--- config.mk ---
export PLATFORM = sky130hd
export DESIGN_NAME = nand_logic
export DESIGN_NICKNAME = d
export VERILOG_FILES = /design/src/rtl/nand_logic.sv
export SDC_FILE = /design/constraint.sdc
export NUM_CORES = 1
export LEC_CHECK = 0
export CAP_MARGIN = 30
export CORE_MARGIN = 4
export CORE_UTILIZATION = 42
export CTS_CLUSTER_DIAMETER = 100
export CTS_CLUSTER_SIZE = 16
export DETAILED_ROUTE_END_ITERATION = 8
export HOLD_SLACK_MARGIN = 0.12
export PLACE_DENSITY = 0.85
export SYNTH_ARGS = -nofsm -noshare
export SYNTH_HDL_FRONTEND = slang
export SYNTH_SLANG_ARGS = --single-unit
--- constraint.sdc ---
create_clock -name clk -period 1.75 [get_ports clk]
set_clock_uncertainty 0.15 [all_clocks]
set_input_delay 0.35 -clock clk [delete_from_list [all_inputs] [get_ports clk]]
set_output_delay 0.35 -clock clk [all_outputs]
set_load 0.02 [all_outputs]
--- src/rtl/nand_logic.sv ---
// -----------------------------------------------------------------------------
// nand_logic
//
// Bitwise two-input NAND reference cell. The result is available two ways:
// combinationally on y, and as a registered copy on y_reg with a one-cycle
// out_valid strobe. The cell also keeps sticky coverage flags for the four
// input combinations seen on bit 0, and a saturating count of accepted samples.
//
// Parameters
//   WIDTH      operand/result width, 1..64
//   CNT_W      width of the accepted-sample counter
//
// Ports
//   clk        system clock, all state updates on the rising edge
//   rst        synchronous active-high reset
//   a, b       operands
//   in_valid   qualifies a/b for the registered path
//   y          combinational ~(a & b), independent of clk/rst/in_valid
//   y_reg      registered result of the last accepted sample
//   out_valid  high for exactly the cycle after an accepted sample
//   combo_seen sticky flags, bit index = {a[0], b[0]} of accepted samples
//   all_seen   all four combinations have been accepted
//   sample_cnt saturating count of accepted samples
// -----------------------------------------------------------------------------
module nand_logic #(
  parameter int WIDTH = 1,
  parameter int CNT_W = 16
) (
  input  logic             clk,
  input  logic             rst,
  input  logic [WIDTH-1:0] a,
  input  logic [WIDTH-1:0] b,
  input  logic             in_valid,
  output logic [WIDTH-1:0] y,
  output logic [WIDTH-1:0] y_reg,
  output logic             out_valid,
  output logic [3:0]       combo_seen,
  output logic             all_seen,
  output logic [CNT_W-1:0] sample_cnt
);

  logic [WIDTH-1:0] nand_res;
  logic [1:0]       combo_idx;
  logic [3:0]       combo_next;
  logic [CNT_W-1:0] cnt_next;

  // Shared by the combinational output and the register input so both paths
  // always agree.
  assign nand_res = ~(a & b);
  assign y        = nand_res;

  assign combo_idx = {a[0], b[0]};

  always_comb begin
    // NOTE: every output of a combinational block gets a default first; a path
    // that leaves one unassigned would infer a latch.
    combo_next = combo_seen;
    cnt_next   = sample_cnt;
    combo_next[combo_idx] = 1'b1;
    // Saturate rather than wrap so a long run never reads as "few samples".
    if (sample_cnt != {CNT_W{1'b1}}) begin
      cnt_next = sample_cnt + CNT_W'(1);
    end
  end

  // Reset wins over in_valid: a sample presented with rst high is dropped.
  always_ff @(posedge clk) begin
    // NOTE: state registers use non-blocking assignments so every flop samples
    // pre-edge values, independent of statement order.
    if (rst) begin
      y_reg      <= {WIDTH{1'b1}};  // NAND of all-zero operands
      out_valid  <= 1'b0;
      combo_seen <= 4'b0000;
      sample_cnt <= '0;
    end else begin
      out_valid <= in_valid;
      if (in_valid) begin
        y_reg      <= nand_res;
        combo_seen <= combo_next;
        sample_cnt <= cnt_next;
      end
    end
  end

  assign all_seen = &combo_seen;

endmodule

==> images/port_trees.png <==
Drawn at 8 px/um.
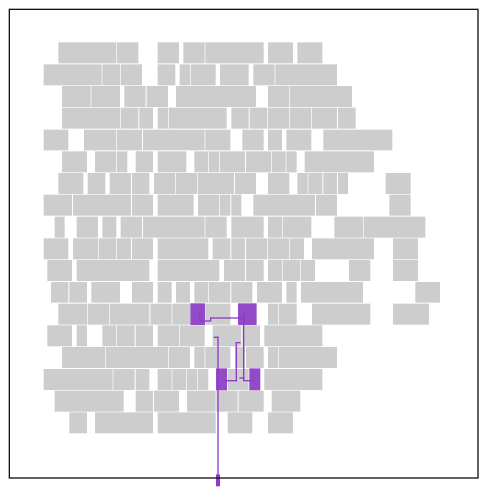
`a` -> purple  # bits 1, direction input, end cells 4, buffers 2, wire 41.2 um

==> images/layers.png <==
Drawn at 6 px/um. Two of the layers only.
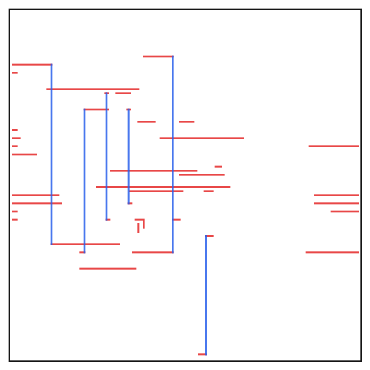
M4 -> blue  # wire length 143 um
M3 -> red  # wire length 202 um
Via Count: 1220
Wirelength per Cell: 16.30 um
Global Route Usage Sum: 0.2078
final wirelength: 3.424 mm

==> images/route_heat.png <==
Drawn at 6 px/um. The die is cut into 12 by 12 equal tiles; dark blue is low, red is high, scaled to the fullest tile. Values are wire area over tile area, all layers added.
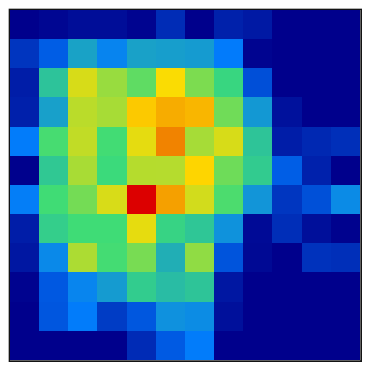
densest ninth of the die = middle
fullest tile = 0.60
mean over tiles = 0.17
nearly empty tiles = 28%
tiles over half the peak = 26%
emptiest ninth of the die = bottom right

==> images/ff_map.png <==
Drawn at 10 px/um. Other sequential cells in the stronger grey, the rest of the logic in the fainter grey.
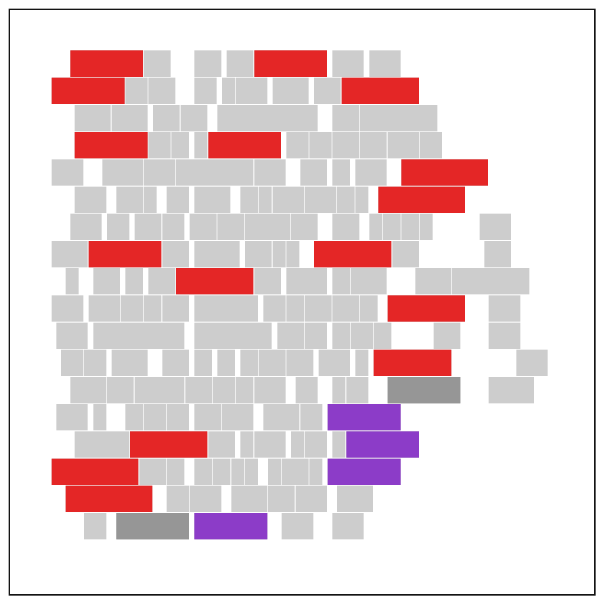
`combo_seen` -> purple  # sequential cells 4, where bottom middle
`sample_cnt` -> red  # sequential cells 16
not coloured = 2

==> results.tsv <==
stage	metric	value	unit
synth	synth_area_per_cell	8.894	sq um
synth	synth_cell_types	33	
outcome	status	finished with violations	
global_route	grt_max_degree	13	
worst_hold_path	whs_path_depth	2	
power	p_seq_frac	0.596	
layout	synthToLayoutAreaGrowth	62.37	%
layout	largest_reg_flops	16	
synth	top_cells_by_count	22 x dfxtp_1, 9 x a21oi_1, 9 x nor2_1	
sta	fin_ws	-44.36	ps
power	leakage	0.7646	nW
outcome	violations	negative setup slack	
power	pg_seq	0.524	mW
synth	most_common_cell	dfxtp_1	
detailed_routing	routed-wl-met2	1.685	mm
layout	largest_cell_class	combinational gates	
setup_path	crit_end	sample_cnt[9]$_SDFFE_PP0P_	
setup_path	criticalPathCategory	register to register	
global_route	busiest_layer	met2	
worst_hold_path	min-delay-path-class	register to register	
detailed_routing	met3WireLength	202	um
detailed_routing	viasPerCell	5.810	
sta	finalSetupViolCount	1	
layout	seq_share	0.2671	
cts	hold_buffers	0	
detailed_routing	drt-initial-drc-count	50	
placed_design	io_buffers	28	
setup_path	cp_slowest_cell	or4_4	
setup_path	worstPathMaxFanout	6	
Power figures rest on the tool's default switching activity, not on a simulated workload.
